### Routed clock nets over the placement, run 1

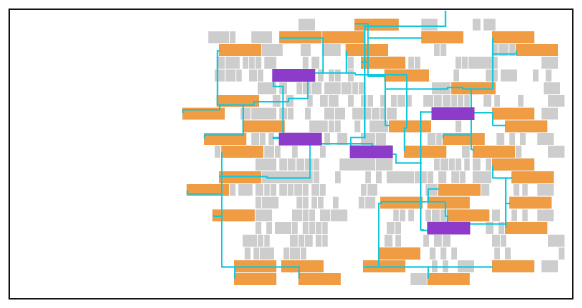
### Cell sizes after repair, run 1

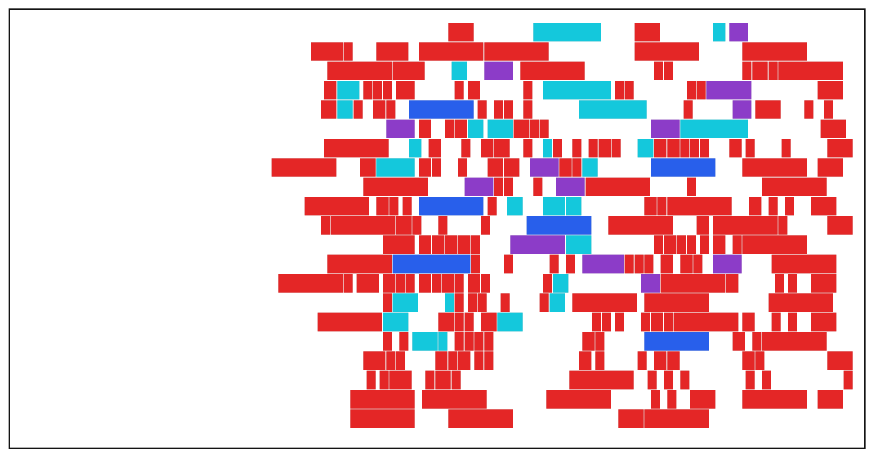
### Placement by cell class, run 1

Bar = 20 um.
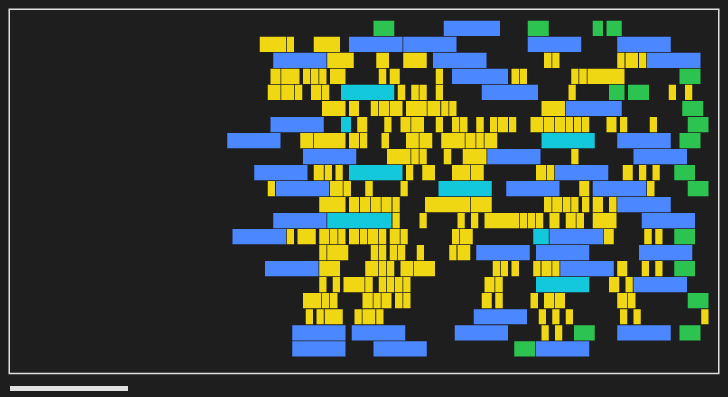
===== src/rtl/uart_pkg.sv =====
// rtl/uart_pkg.sv - shared FSM state encoding and parity mode constants for the UART receiver
package uart_pkg;

   typedef logic [2:0] state_t;

   localparam state_t ST_IDLE   = 3'd0;
   localparam state_t ST_START  = 3'd1;
   localparam state_t ST_DATA   = 3'd2;
   localparam state_t ST_PARITY = 3'd3;
   localparam state_t ST_STOP   = 3'd4;

   localparam int PARITY_NONE = 0;
   localparam int PARITY_ODD  = 1;
   localparam int PARITY_EVEN = 2;

endpackage


===== src/rtl/sync_2ff.sv =====
// rtl/sync_2ff.sv - two-flop synchroniser for an asynchronous input, resets to 1
module sync_2ff (
   input  logic i_clk,
   input  logic i_rst_n,
   input  logic i_d,
   output logic o_q
);

   logic meta;

   // Two-stage capture; reset to 1 so an idle-high line never looks like a start edge
   always_ff @(posedge i_clk or negedge i_rst_n) begin
      if (!i_rst_n) begin
         meta <= 1'b1;
         o_q  <= 1'b1;
      end else begin
         meta <= i_d;
         o_q  <= meta;
      end
   end

endmodule


===== src/rtl/uart_rx_cfg.sv =====
// rtl/uart_rx_cfg.sv - configurable UART receiver with one-word hold register and sticky overrun
module uart_rx_cfg
   import uart_pkg::*;
#(
   parameter int CLKS_PER_BIT = 868,
   parameter int DATA_BITS    = 8,
   parameter int PARITY_MODE  = 0,
   parameter int STOP_BITS    = 1
) (
   input  logic                 i_clk,
   input  logic                 i_rst_n,
   input  logic                 i_rx_serial,
   input  logic                 i_rx_ready,
   input  logic                 i_err_clr,
   output logic [DATA_BITS-1:0] o_rx_data,
   output logic                 o_rx_valid,
   output logic                 o_parity_err,
   output logic                 o_frame_err,
   output logic                 o_break,
   output logic                 o_overrun
);

   localparam int BAUD_W = $clog2(CLKS_PER_BIT);
   localparam int BIT_W  = $clog2(DATA_BITS);

   localparam logic [BAUD_W-1:0] BAUD_LAST = BAUD_W'(CLKS_PER_BIT - 1);
   localparam logic [BAUD_W-1:0] BAUD_HALF = BAUD_W'((CLKS_PER_BIT - 1) / 2);
   localparam logic [BIT_W-1:0]  LAST_DATA = BIT_W'(DATA_BITS - 1);
   localparam logic [BIT_W-1:0]  LAST_STOP = BIT_W'(STOP_BITS - 1);

   logic                 rx_s;
   logic                 rx_prev;
   state_t               state;
   logic [BAUD_W-1:0]    baud_cnt;
   logic [BIT_W-1:0]     bit_cnt;
   logic [DATA_BITS-1:0] shreg;
   logic                 par_q;
   logic                 stop0_q;
   logic                 ferr_q;

   logic                 tick;
   logic                 frame_done;
   logic                 first_stop;
   logic                 new_ferr;
   logic                 new_perr;
   logic                 new_brk;
   logic                 par_x;
   logic                 pop;

   sync_2ff u_sync (
      .i_clk   (i_clk),
      .i_rst_n (i_rst_n),
      .i_d     (i_rx_serial),
      .o_q     (rx_s)
   );

   // Previous synchronised level, for 1->0 start-edge detection
   always_ff @(posedge i_clk or negedge i_rst_n) begin
      if (!i_rst_n) rx_prev <= 1'b1;
      else          rx_prev <= rx_s;
   end

   assign tick       = (baud_cnt == BAUD_LAST);
   assign frame_done = (state == ST_STOP) && tick && (bit_cnt == LAST_STOP);

   // Status of the completing frame, evaluated in the final stop-sample cycle
   always_comb begin
      first_stop = (bit_cnt == '0) ? rx_s : stop0_q;
      new_ferr   = ferr_q | ~rx_s;
      par_x      = (^shreg) ^ par_q;
      new_perr   = 1'b0;
      if (PARITY_MODE == PARITY_ODD)  new_perr = ~par_x;
      if (PARITY_MODE == PARITY_EVEN) new_perr = par_x;
      new_brk    = ~(|shreg) & ~first_stop &
                   ((PARITY_MODE == PARITY_NONE) ? 1'b1 : ~par_q);
   end

   // Receive FSM: start qualification at mid-bit, then one sample every bit period
   always_ff @(posedge i_clk or negedge i_rst_n) begin
      if (!i_rst_n) begin
         state    <= ST_IDLE;
         baud_cnt <= '0;
         bit_cnt  <= '0;
         shreg    <= '0;
         par_q    <= 1'b0;
         stop0_q  <= 1'b1;
         ferr_q   <= 1'b0;
      end else begin
         case (state)
            ST_IDLE: begin
               baud_cnt <= '0;
               bit_cnt  <= '0;
               if (rx_prev && !rx_s) state <= ST_START;
            end
            ST_START: begin
               if (baud_cnt == BAUD_HALF) begin
                  baud_cnt <= '0;
                  bit_cnt  <= '0;
                  ferr_q   <= 1'b0;
                  state    <= rx_s ? ST_IDLE : ST_DATA;
               end else begin
                  baud_cnt <= baud_cnt + 1'b1;
               end
            end
            ST_DATA: begin
               baud_cnt <= tick ? '0 : baud_cnt + 1'b1;
               if (tick) begin
                  shreg <= {rx_s, shreg[DATA_BITS-1:1]};
                  if (bit_cnt == LAST_DATA) begin
                     bit_cnt <= '0;
                     state   <= (PARITY_MODE == PARITY_NONE) ? ST_STOP : ST_PARITY;
                  end else begin
                     bit_cnt <= bit_cnt + 1'b1;
                  end
               end
            end
            ST_PARITY: begin
               baud_cnt <= tick ? '0 : baud_cnt + 1'b1;
               if (tick) begin
                  par_q   <= rx_s;
                  bit_cnt <= '0;
                  state   <= ST_STOP;
               end
            end
            ST_STOP: begin
               baud_cnt <= tick ? '0 : baud_cnt + 1'b1;
               if (tick) begin
                  if (bit_cnt == '0) stop0_q <= rx_s;
                  ferr_q <= new_ferr;
                  if (bit_cnt == LAST_STOP) begin
                     bit_cnt <= '0;
                     state   <= ST_IDLE;
                  end else begin
                     bit_cnt <= bit_cnt + 1'b1;
                  end
               end
            end
            default: state <= ST_IDLE;
         endcase
      end
   end

   assign pop = o_rx_valid & i_rx_ready;

   // Hold register: load when empty or popped this cycle, otherwise drop and flag overrun
   always_ff @(posedge i_clk or negedge i_rst_n) begin
      if (!i_rst_n) begin
         o_rx_data    <= '0;
         o_rx_valid   <= 1'b0;
         o_parity_err <= 1'b0;
         o_frame_err  <= 1'b0;
         o_break      <= 1'b0;
         o_overrun    <= 1'b0;
      end else begin
         if (frame_done && (!o_rx_valid || pop)) begin
            o_rx_data    <= shreg;
            o_rx_valid   <= 1'b1;
            o_parity_err <= new_perr;
            o_frame_err  <= new_ferr;
            o_break      <= new_brk;
         end else if (pop) begin
            o_rx_valid   <= 1'b0;
         end

         if (frame_done && o_rx_valid && !pop) o_overrun <= 1'b1;
         else if (i_err_clr)                   o_overrun <= 1'b0;
      end
   end

endmodule


===== config.mk =====
export PLATFORM = sky130hd
export DESIGN_NAME = uart_rx_cfg
export DESIGN_NICKNAME = d
export VERILOG_FILES = /design/src/rtl/uart_pkg.sv /design/src/rtl/sync_2ff.sv /design/src/rtl/uart_rx_cfg.sv
export SDC_FILE = /design/constraint.sdc
export NUM_CORES = 1
export LEC_CHECK = 0
export ABC_AREA = 1
export CAP_MARGIN = 20
export CORE_ASPECT_RATIO = 0.5
export CORE_MARGIN = 1.5
export CORE_UTILIZATION = 31
export CTS_BUF_LIST = sky130_fd_sc_hd__clkbuf_4 sky130_fd_sc_hd__clkbuf_8 sky130_fd_sc_hd__clkbuf_16
export CTS_CLUSTER_SIZE = 20
export DETAILED_ROUTE_END_ITERATION = 8
export PLACE_DENSITY = 0.56
export SLEW_MARGIN = 25
export SYNTH_ARGS = -nofsm -noshare
export SYNTH_HDL_FRONTEND = slang
export SYNTH_SLANG_ARGS = --single-unit

===== constraint.sdc =====
create_clock -name i_clk -period 1.9 [get_ports i_clk]
set_input_delay 0.38 -clock i_clk [delete_from_list [all_inputs] [get_ports i_clk]]
set_output_delay 0.38 -clock i_clk [all_outputs]
set_load 0.01 [all_outputs]

==> impl_metrics.toml, run 1 <==
# yosys + openroad results
[status]
status = "completed"

[cells_and_area]
biggestCellCategory = "sequential cells"
n_all_inverters = 30
layout_top_cell = "nand2_1"
n_antenna_cell = 0
logic_gates = 181
num-fill-cells = 675
flops = 41
finalNetCount = 287
nClkBuffers = 6
final_cell_mix = "nand2_1 (72), dfrtp_1 (37), inv_1 (27)"
comb_share_pct = 38.2

[synth]
synth_area_per_cell_um2 = 8.35
ys_ff = 41
ys_area_um2 = 2130
topCombFamilyByArea = "simple AND/OR/NAND/NOR gates"
async_reset_ff_share_pct = 100
yosys.area.top_type = "dfrtp_1"
synthesis.nets = 265
synth.mux.area_fraction_pct = 0
synth-simple-area-share_pct = 33.9
synth_top_area_share_pct = 43.5
ys_top_cells_by_count = "nand2_1 (73), dfrtp_1 (37), inv_1 (27)"
yosysWarnings = 0
area_leaders = "dfrtp_1 (43%), nand2_1 (13%), dfstp_2 (4.9%)"

[critical_path]
r2r-start = "bit_cnt[0]"
crit_type = "register to register"
critPathLaunchType = "register"
critPathRequiredTime_ps = 2110
rrSetupSlack_ps = 200

[pwr]
p_switching_uw = 944
max-vdd-ir-drop_uv = 399
combPwrFrac_pct = 27.1

[route]
via_per_inst = 4.51
ant_nets = 0
routed_wl_um = 4270
via_count = 1668

[grt]
antenna_found_initial = 0
grt_pass1_wl_um = 7420
grt_pass1_vias = 1609

[die]
die_w_um = 120
fp_util_pct = 31.9

[clocking]
clk_path_buf_depth = 2
htree_levels = 2
tritoncts = "done"

[flow_run]
cap_viol_max_count = 0

[timing]
finalSetupViolations = 0
fmax_mhz = 588

[worst_hold_path]
min_path_type = "primary input to async pin"
Notes on 'Routed clock nets over the placement' above:
[cyan] clock wires | length: 546 um
[orange] flip-flops | count: 41
[purple] clock-net drivers | count: 5
routed clock nets	6
Clk Latency, worst-skew pair: 280 ps
clock group share of total power: 35.0%
Power Clock: 963 uW
clock skew: 5.48 ps

Notes on 'Cell sizes after repair' above:
colour	size	cells	share
red	x1 and smaller	232	83%
cyan	x2	27	9.7%
blue	x6 and larger	6	2.2%
purple	x3 and x4	13	4.7%
worst setup margin: 198 ps
synth-to-layout area growth: 21.4%
Non-Clock Buffer Count: 18
final instance area: 2580 um2

Notes on 'Placement by cell class' above:
colour	class	cells	share of their area
cyan	clock drivers and dummy loads	8	6.8%
blue	registers	41	42%
green	remaining buffers and delay cells	18	6.9%
yellow	remaining logic cells	211	45%
final core utilization: 38.7%
CORE AREA: 6670 um2
Cell Rows: 21
Seq area share: 39.9%

-- run 1: critical path, cell delays in order, from the launching register on --
cell	delay, ps
dfrtp_1	380
inv_1	70
ha_1	200
nand2_1	300
nand3_1	190
o21ai_1	180
and2_1	160
nand2_1	50
o21ai_1	80
-- run 1: cell families after synthesis --
family | count (synthesis)
AND-OR/OR-AND | 26
XOR/XNOR | 3
adder cells (fa/ha/maj) | 5
buffers and inverters | 34
flip-flops | 41
other | 1
AND/OR/NAND/NOR | 145
-- run 1: power groups by stage --
stage,Clock (mW),Sequential (mW),Combinational (mW)
global route,1.02,1.05,0.849
CTS,0.992,1.04,0.738
global placement,0,1.05,0.729
detailed placement,0,1.06,0.732
finish,0.963,1.04,0.745
floorplan,0,1.01,0.667
-- run 1: stage by stage --
step           std cells  hold slack, ps  total power, mW  worst slack [ps]
2_1_floorplan        255            84.4             1.67               449
3_3_place_gp         361             346             1.78               168
3_5_place_dp         361             353             1.79               125
4_1_cts              369             173             2.77               108
5_1_grt              370             217             2.92              29.0
6_report             370             151             2.75               198
-- run 1: per-layer routing --
| metal | wire length (um) | global-route usage (%) |
|---|---|---|
| met5 | 0 | 0 |
| met2 | 1950 | 21.7 |
| met3 | 142 | 2.31 |
| met1 | 2130 | 16.7 |
| met4 | 59 | 4.03 |
-- run 1: sequential cells by signal (all words and copies together) (netlist names) --
| signal | count |
|---|---|
| baud_cnt | 10 |
| o_rx_data | 8 |
| shreg | 8 |
| bit_cnt | 3 |
| state | 3 |
| ferr_q | 1 |
| o_break | 1 |
| o_frame_err | 1 |
| o_overrun | 1 |
| o_rx_valid | 1 |
| rx_prev | 1 |
| stop0_q | 1 |
| u_sync.meta | 1 |
| u_sync.o_q | 1 |
==> run 1 -> run 2 <==
- ABC_AREA: 1 -> unset
### M1 wires, run 2

Supply wires on this layer in grey. Cells faint in the background.
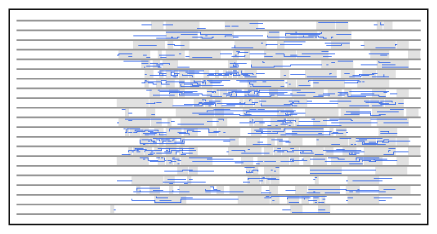
nets with wire on the layer	205
share of all routed wire	48%
main direction	horizontal
wire length on this layer	1,910 um
DR vias: 1,437
final wirelength: 4000 um
met1 usage: 14.8%

### Routed clock nets over the placement, run 2

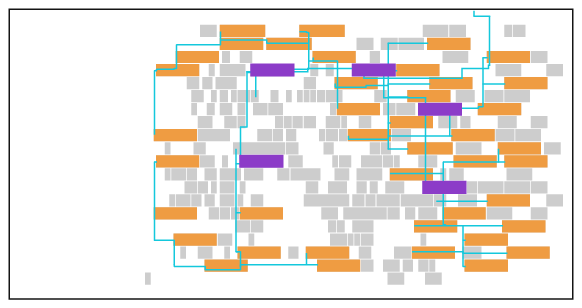
[orange] flip-flops | count: 41
[purple] clock-net drivers | count: 5
[cyan] clock wires | length: 531 um
routed clock nets	6
Power Clock: 951 uW
clock group share of total power: 42.6%
clock skew: 3.76 ps

==> impl_metrics.toml, run 2 <==
# yosys + openroad results
[pwr]
maxPowerGroup = "sequential cells"

[cells_and_area]
final_cells = 304
largest-register = "baud_cnt"
n_antenna_cell = 0
final_cell_mix = "dfrtp_1 (37), buf_4 (21), clkdlybuf4s50_1 (15)"

[synth]
ys_top_cells_by_count = "dfrtp_1 (37), mux2_2 (18), nand2_1 (10), nor2_1 (10)"
synth-simple-area-share_pct = 18.4
topCombFamilyByArea = "simple AND/OR/NAND/NOR gates"
ys_area_um2 = 2020
synth_top_area_share_pct = 45.8

[status]
violations = "negative setup slack"
status = "finished, violations left"

[die]
fp_util_pct = 32.7

[timing]
finalSetupViolations = 8
fmax_mhz = 522
setup_slack_ps = -16.3

[grt]
antenna_found_initial = 0

[clocking]
clk_latency_ps = 280

[worst_hold_path]
min_path_type = "primary input to async pin"

[route]
ant_nets = 0
wl_met1_um = 1910
### Cell sizes after repair, run 2

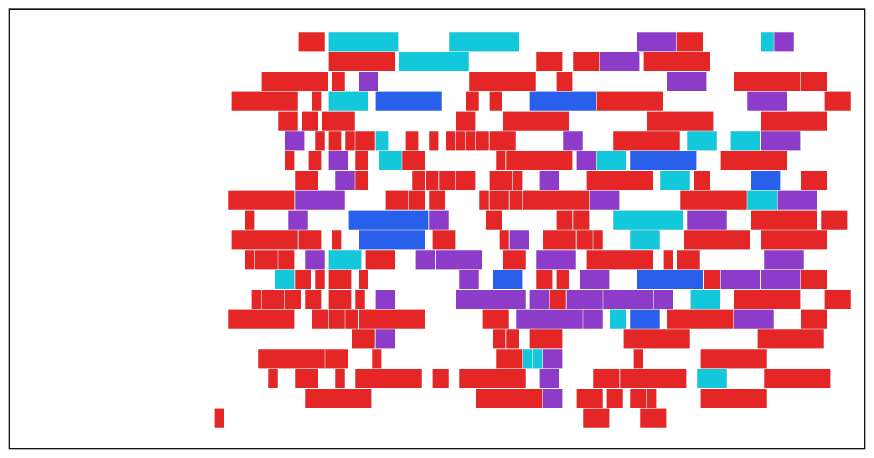
colour	size	cells	share
purple	x3 and x4	42	19%
red	x1 and smaller	144	67%
cyan	x2	21	9.7%
blue	x6 and larger	9	4.2%
synth-to-layout area growth: 33.1%
worst setup margin: -16.3 ps
Non-Clock Buffer Count: 40

## run 2: cell types whose count changed in the layout (fill, tap and decap cells not counted), moves of 11 or more
cell / change
mux2_4: +12
buf_4: +19
nor2_1: -11
inv_1: -21
nand3_1: -15
nand2_1: -62
## run 2: layout make-up
class / count / area (um2)
Timing Repair Buffer: 40 / 347
Tap cell: 88 / 110
Fill cell: 591 / 3490
Clock buffer: 6 / 133
Multi-Input combinational cell: 119 / 1010
Inverter: 8 / 30.0
Clock inverter: 2 / 35.0
Sequential cell: 41 / 1030
## run 2: repair_timing
| item | CTS | global route |
|---|---|---|
| resized | 2 | 21 |
| pin swaps | 0 | 3 |
| buffers inserted | 0 | 3 |
| hold buffers | 0 | 0 |
| setup endpoints to repair | 11 | 12 |
| cloned | 0 | 1 |
## run 2: metal layers
layer	vias to the layer above	GRT usage, %
met5	-	0
met4	0	3.61
met3	0	3.25
met2	15	22.8
met1	709	14.8
li1	713	-
## run 2: worst paths after layout
path	from	end	slack, ps
min in group i_clk	u_sync.meta	u_sync.o_q	360
max in group asynchronous	i_rst_n	u_sync.meta	1370
hold reg to reg	u_sync.meta	u_sync.o_q	360
setup / recovery	bit_cnt[1]	o_frame_err	-20
setup reg to reg	bit_cnt[1]	o_frame_err	-20
hold / removal	i_rst_n	o_rx_data[5]	160
## run 2: per-stage QoR
stage	util, %	setup slack (ps)	power, mW
floorplan	-	7.57	1.15
CTS	41.8	8.69	2.27
detailed placement	38.9	-7.49	1.30
global route	43.6	-97.5	2.36
finish	43.6	-16.3	2.23
global placement	38.9	-5.67	1.30
## run 2: critical path, cell delays in order (launching register included)
cell	delay [ps]
dfrtp_1	380
inv_2	80
ha_4	140
nand2b_4	50
or3_4	390
nor3b_4	270
buf_6	180
mux2_4	300
==> run 2 -> run 3 <==
- PLACE_DENSITY: 0.56 -> unset
### M1 wires, run 3

Supply wires on this layer in grey. Cells faint in the background.
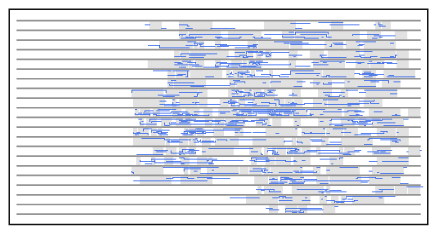
met1 usage: 14.8%
DR vias: 1,514
final wirelength: 4130 um

### Cell sizes after repair, run 3

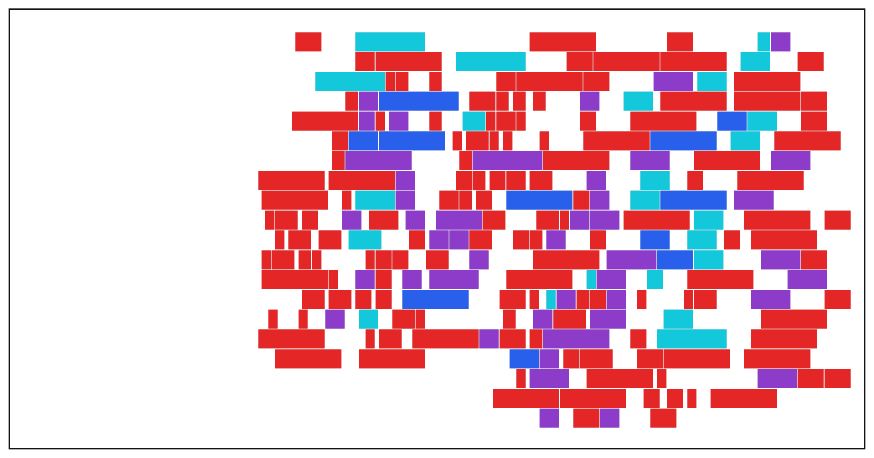
final instance area: 2740 um2
synth-to-layout area growth: 35.4%
Non-Clock Buffer Count: 44
worst setup margin: 29.5 ps

==> impl_metrics.toml, run 3 <==
# yosys + openroad results
[pwr]
power.total_mw = 2.34

[synth]
ys_cells = 174
synth_top_area_share_pct = 45.8
ys_area_um2 = 2020
synth_area_per_cell_um2 = 11.6
ys_top_cells_by_count = "dfrtp_1 (37), mux2_2 (18), nand2_1 (10), nor2_1 (10)"

[clocking]
cts_hold_repair.buffers = 0

[place]
gp_congestion = 0.789
dp_slack_ps = -5.92
dp_hpwl_um = 2870

[route]
ant_nets = 0
drt_pre_antenna_iters = 4

[timing]
fmax_mhz = 535
fin_worst_skew_ps = 4.21
hold_viol = 0
finalSetupViolations = 0
finalSetupTns_ps = 0

[die]
fp_util_pct = 32.7

[cells_and_area]
final_cell_mix = "dfrtp_1 (37), buf_4 (24), clkdlybuf4s50_1 (15)"
final_cells = 308
finalNetCount = 229
largest-register = "baud_cnt"
n_antenna_cell = 0
drive_above_1_share_pct = 35.5

[worst_hold_path]
min_path_type = "primary input to async pin"

[status]
status = "completed"

[grt]
antenna_found_initial = 0
### Placement by cell class, run 3

Bar = 20 um.
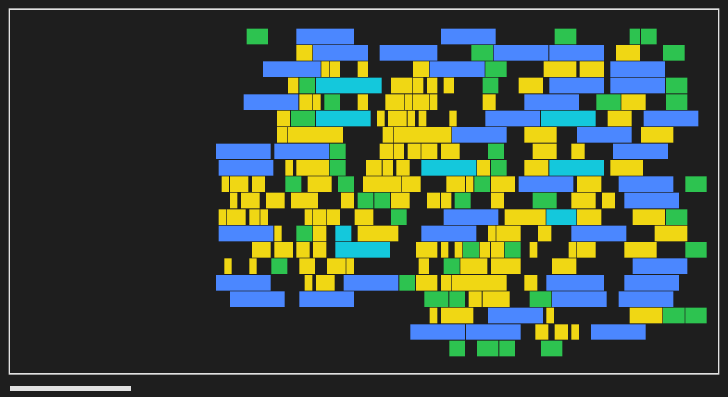
final core utilization: 44.3%
Cell Rows: 20
Seq area share: 37.6%

## run 3: cells by family after synthesis
kind of cell | synth area share [%]
AOI/OAI and AO/OA | 8.54
xor gates and xnor gates | 3.03
adders and majority gates | 3.09
buffers and inverters | 3.28
DFF | 51.0
muxes | 12.5
other | 0.185
and+or+nand+nor | 18.4
## run 3: per-layer routing
layer / up-vias / GRT usage (%) / part of all wire (%)
met5: - / 0 / 0
met4: 0 / 5.16 / 1.9
met3: 9 / 2.74 / 2.5
met2: 21 / 21.4 / 50
met1: 769 / 14.8 / 46
li1: 715 / - / -
## run 3: area by class of cell
class / count / area [um2]
clock buffer: 6 / 139
clock inverter: 2 / 37.5
fill: 576 / 3440
inverter: 8 / 32.5
multi-input combinational: 119 / 1010
sequential: 41 / 1030
tap: 88 / 110
timing repair buffer: 44 / 380
## run 3: repair_timing
action	in CTS	in global routing
gates resized	8	18
setup buffers	1	4
pin swaps	2	3
setup endpoints to repair	10	21
gates cloned	1	0
## run 3: power by group
group | internal [mW] | switching [mW]
Combinational | 0.192 | 0.187
Clock | 0.655 | 0.327
Sequential | 0.929 | 0.0536
## run 3: path summary, 6_finish.rpt
path | startpoint | endpoint | slack [ps] | cells after the start
max in group asynchronous | i_rst_n | u_sync.meta | 1380 | 2
min | i_rst_n | o_rx_data[6] | 150 | 2
max reg2reg | baud_cnt[1] | bit_cnt[2] | 30 | 7
max | baud_cnt[1] | bit_cnt[2] | 30 | 7
min in group i_clk | u_sync.meta | u_sync.o_q | 360 | 0
min reg2reg | u_sync.meta | u_sync.o_q | 360 | 0
## run 3: critical path, stage by stage (launching register included)
cell       delay, ps
dfrtp_1          400
buf_6            130
inv_4             50
ha_4             110
nand4bb_1        140
o31a_1           380
o221ai_4         240
mux2_4           320
No activity file was given, so power comes from the tool's default toggle rates.
